===== config.mk =====
export PLATFORM = sky130hd
export DESIGN_NAME = iob_wishbone2iob
export DESIGN_NICKNAME = d
export VERILOG_FILES = /design/src/rtl/iob_wishbone2iob_pkg.sv /design/src/rtl/iob_reg.sv /design/src/rtl/iob_wishbone2iob.sv
export SDC_FILE = /design/constraint.sdc
export NUM_CORES = 1
export LEC_CHECK = 0
export ABC_AREA = 1
export CAP_MARGIN = 20
export CORE_MARGIN = 2
export CORE_UTILIZATION = 38
export CTS_CLUSTER_SIZE = 10
export DETAILED_ROUTE_END_ITERATION = 6
export PLACE_DENSITY = 0.82
export SYNTH_ARGS = -nofsm -noshare
export SYNTH_HDL_FRONTEND = slang
export SYNTH_SLANG_ARGS = --single-unit

===== constraint.sdc =====
create_clock -name clk_i -period 1.2 [get_ports clk_i]
set_input_delay 0.24 -clock clk_i [delete_from_list [all_inputs] [get_ports clk_i]]
set_output_delay 0.24 -clock clk_i [all_outputs]
set_load 0.02 [all_outputs]

===== src/rtl/iob_wishbone2iob_pkg.sv =====
// Shared definitions for the Wishbone-to-IOb bridge: FSM state encodings and
// the wait-counter width rule.
package iob_wishbone2iob_pkg;

  typedef enum logic [2:0] {
    ST_IDLE  = 3'd0,
    ST_REQ   = 3'd1,
    ST_ACK   = 3'd2,
    ST_ERR   = 3'd3,
    ST_DRAIN = 3'd4
  } state_t;

  // The counter must hold TIMEOUT; a disabled timeout still needs a 1-bit counter.
  function automatic int cnt_width(input int timeout);
    return (timeout < 1) ? 1 : $clog2(timeout + 1);
  endfunction

endpackage


===== src/rtl/iob_reg.sv =====
// Generic enabled register with asynchronous active-low reset to zero.
// Latency 1 cycle; holds its value whenever en_i is low.
module iob_reg #(
  parameter int DATA_W = 1
) (
  input  logic              clk_i,
  input  logic              arst_n_i,
  input  logic              en_i,
  input  logic [DATA_W-1:0] data_i,
  output logic [DATA_W-1:0] data_o
);

  always_ff @(posedge clk_i or negedge arst_n_i) begin
    if (!arst_n_i) data_o <= '0;
    else if (en_i) data_o <= data_i;
  end

endmodule


===== src/rtl/iob_wishbone2iob.sv =====
// Wishbone classic slave to IOb master bridge. Strobe-to-ack is 2 cycles minimum;
// an IOb request is never withdrawn, so aborts and timeouts drain via DRAIN.
module iob_wishbone2iob
  import iob_wishbone2iob_pkg::*;
#(
  parameter int ADDR_W  = 32,
  parameter int DATA_W  = 32,
  parameter int TIMEOUT = 255
) (
  input  logic                clk_i,
  input  logic                arst_n_i,
  input  logic                wb_cyc_i,
  input  logic                wb_stb_i,
  input  logic                wb_we_i,
  input  logic [ADDR_W-1:0]   wb_adr_i,
  input  logic [DATA_W/8-1:0] wb_sel_i,
  input  logic [DATA_W-1:0]   wb_dat_i,
  output logic [DATA_W-1:0]   wb_dat_o,
  output logic                wb_ack_o,
  output logic                wb_err_o,
  output logic                iob_valid_o,
  output logic [ADDR_W-1:0]   iob_addr_o,
  output logic [DATA_W-1:0]   iob_wdata_o,
  output logic [DATA_W/8-1:0] iob_wstrb_o,
  input  logic [DATA_W-1:0]   iob_rdata_i,
  input  logic                iob_ready_i
);

  localparam int STRB_W = DATA_W / 8;
  localparam int CNT_W  = cnt_width(TIMEOUT);

  state_t             state, state_nxt;
  logic [CNT_W-1:0]   wait_cnt;
  logic               err_flag;
  logic               rst_done;
  logic               req_en;
  logic               rd_en;
  logic               timeout_hit;
  logic [STRB_W-1:0]  wstrb_in;

  assign wstrb_in    = wb_we_i ? wb_sel_i : '0;
  assign timeout_hit = (TIMEOUT != 0) && (wait_cnt == CNT_W'(TIMEOUT - 1));

  always_comb begin
    state_nxt = state;
    req_en    = 1'b0;
    rd_en     = 1'b0;
    case (state)
      // rst_done keeps the first edge after reset release from accepting a strobe
      ST_IDLE: if (rst_done && wb_cyc_i && wb_stb_i) begin
        req_en    = 1'b1;
        state_nxt = ST_REQ;
      end
      ST_REQ: begin
        if (iob_ready_i) begin
          if (wb_cyc_i) begin
            rd_en     = ~|iob_wstrb_o;
            state_nxt = ST_ACK;
          end else begin
            state_nxt = ST_IDLE;
          end
        end else if (!wb_cyc_i || timeout_hit) begin
          state_nxt = ST_DRAIN;
        end
      end
      ST_ACK:   state_nxt = ST_IDLE;
      ST_ERR:   state_nxt = ST_IDLE;
      ST_DRAIN: if (iob_ready_i) state_nxt = err_flag ? ST_ERR : ST_IDLE;
      default:  state_nxt = ST_IDLE;
    endcase
  end

  always_ff @(posedge clk_i or negedge arst_n_i) begin
    if (!arst_n_i) begin
      state    <= ST_IDLE;
      wait_cnt <= '0;
      err_flag <= 1'b0;
      rst_done <= 1'b0;
    end else begin
      state    <= state_nxt;
      rst_done <= 1'b1;
      if (req_en) begin
        wait_cnt <= '0;
        err_flag <= 1'b0;
      end else if (state == ST_REQ && !iob_ready_i && wb_cyc_i) begin
        if (timeout_hit) err_flag <= 1'b1;
        else             wait_cnt <= wait_cnt + CNT_W'(1);
      end
    end
  end

  assign iob_valid_o = (state == ST_REQ) || (state == ST_DRAIN);
  assign wb_ack_o    = (state == ST_ACK);
  assign wb_err_o    = (state == ST_ERR);

  iob_reg #(.DATA_W(ADDR_W)) u_addr_reg (
    .clk_i(clk_i), .arst_n_i(arst_n_i), .en_i(req_en), .data_i(wb_adr_i), .data_o(iob_addr_o)
  );

  iob_reg #(.DATA_W(DATA_W)) u_wdata_reg (
    .clk_i(clk_i), .arst_n_i(arst_n_i), .en_i(req_en), .data_i(wb_dat_i), .data_o(iob_wdata_o)
  );

  iob_reg #(.DATA_W(STRB_W)) u_wstrb_reg (
    .clk_i(clk_i), .arst_n_i(arst_n_i), .en_i(req_en), .data_i(wstrb_in), .data_o(iob_wstrb_o)
  );

  iob_reg #(.DATA_W(DATA_W)) u_rdata_reg (
    .clk_i(clk_i), .arst_n_i(arst_n_i), .en_i(rd_en), .data_i(iob_rdata_i), .data_o(wb_dat_o)
  );

endmodule


==> impl_metrics.csv <==
group,metric,value,unit
floorplanning,num_tap_cells,147,
run_status,failed_checks,"setup timing",
place,dp_slack,-0.474,ns
hold_path,holdCritPathClass,"in2async",
floorplanning,fp.dieW,114,um
pwr,powerSeq,6.81,mW
yosys,floorplan.nets,640,
route,drtIter0Drc,475,
grt,grt-busiest-layer,"met2",
run_status,status,"finished, violations left",
final_layout,drive_above_1_share,33.6,%
final_timing,timing.hold.ws,0.246,ns
cts,cts_tree,"built",
yosys,synthAdderAreaFrac,0.545,%
pwr,pwr_density_cell,2600,nW/um2
final_layout,area_growth,92.4,%
route,wl_met1,6280,um
pwr,maxPowerGroup,"combinational logic",
grt,grt_overflow,0,
yosys,synth.distinct_cells,20,
pwr,p_sw_share,36.4,%
floorplanning,io_pins,209,
flow_run,warnings,30,
final_timing,skew,0.0113,ns
cts,cts-buffers-inserted,17,
cts,clock_path_buffers,2,
yosys,ys_chip_area,4590,um2
final_timing,worst_slack,-0.335,ns
cts,clockRootBuffer,"clkbuf_16",
worst_setup_path,worstPathCellList,"buf_4, nand3_4, nand2_2, buf_6",
final_layout,fin_cells,1004,
worst_setup_path,worst_path_max_delay_cell,"dfrtp_2",
worst_setup_path,crit_type,"reg2out",
route,top_layer,"met4",
worst_setup_path,critical_path_required,0.96,ns
worst_setup_path,critical_path.max_stage_delay,0.44,ns
place,dp_hpwl,9850,um
final_timing,post-route-period-util,128,%
worst_setup_path,arrival,1.30,ns
final_layout,top_regs,"u_addr_reg.data_o x32, u_rdata_reg.data_o x32, u_wdata_reg.data_o x32",
yosys,netlist_area,4590,um2
pwr,p_int,14.6,mW
cts,cts_hold_buf,1,
place,gp_congestion,0.827,
yosys,synthMuxAreaShare,0,%
place,io_buffers,208,
final_layout,fin_area,8830,um2
cts,cts_setup_buffers,28,
yosys,logic_family,"simple AND/OR/NAND/NOR gates",
floorplanning,rows,40,
yosys,ff_type,"dfrtp_1",
worst_setup_path,reg2regPathDepth,10,
grt,first_global_vias,4912,
floorplanning,die_height,114,um
final_layout,logic_area,1740,um2
yosys,compound_area_share,0.436,%
place,dp.cells,898,
yosys,yosysWarnings,0,
final_timing,setup_viol,128,
final_layout,fillers,758,
pwr,peakVddDrop,1870,uV
pwr,power.share.clock,22.2,%
worst_setup_path,reg2reg_to,"wait_cnt[6]$_DFFE_PN0P_",
==> images/m1.png <==
Scale bar: 20 um. Cells faint in the background.
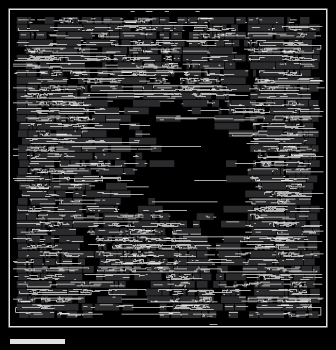
The wires run mostly horizontal. The longest straight run is 46.5 um. 811 nets have wire on it. The layer holds 37% of the routed length.
via count: 4959
met1 Track Usage GR: 27.4%

==> images/m2.png <==
Cells faint in the background.
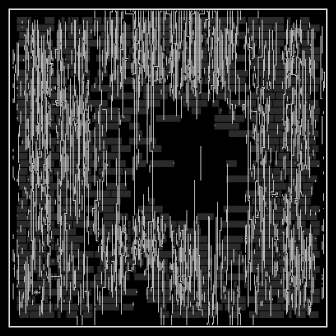
825 nets have wire on it. The layer carries 8610 um of wire. The layer holds 51% of the routed length. The wires run mostly vertical.

==> images/m3.png <==
Scale bar: 20 um. Cells faint in the background.
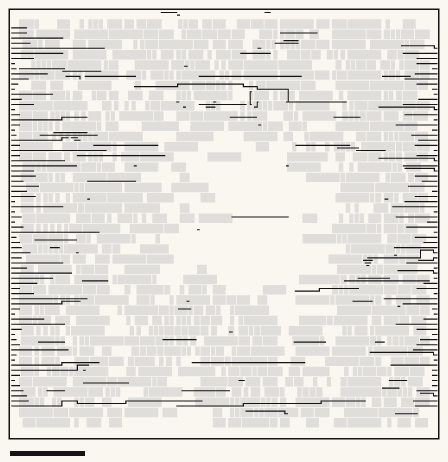
189 nets have wire on it. The layer holds 9.3% of the routed length. The longest straight run is 29.9 um. The layer carries 1560 um of wire.
WL final: 16800 um
met3 Use GR: 8.66%

Power and IR drop assume default switching activity.
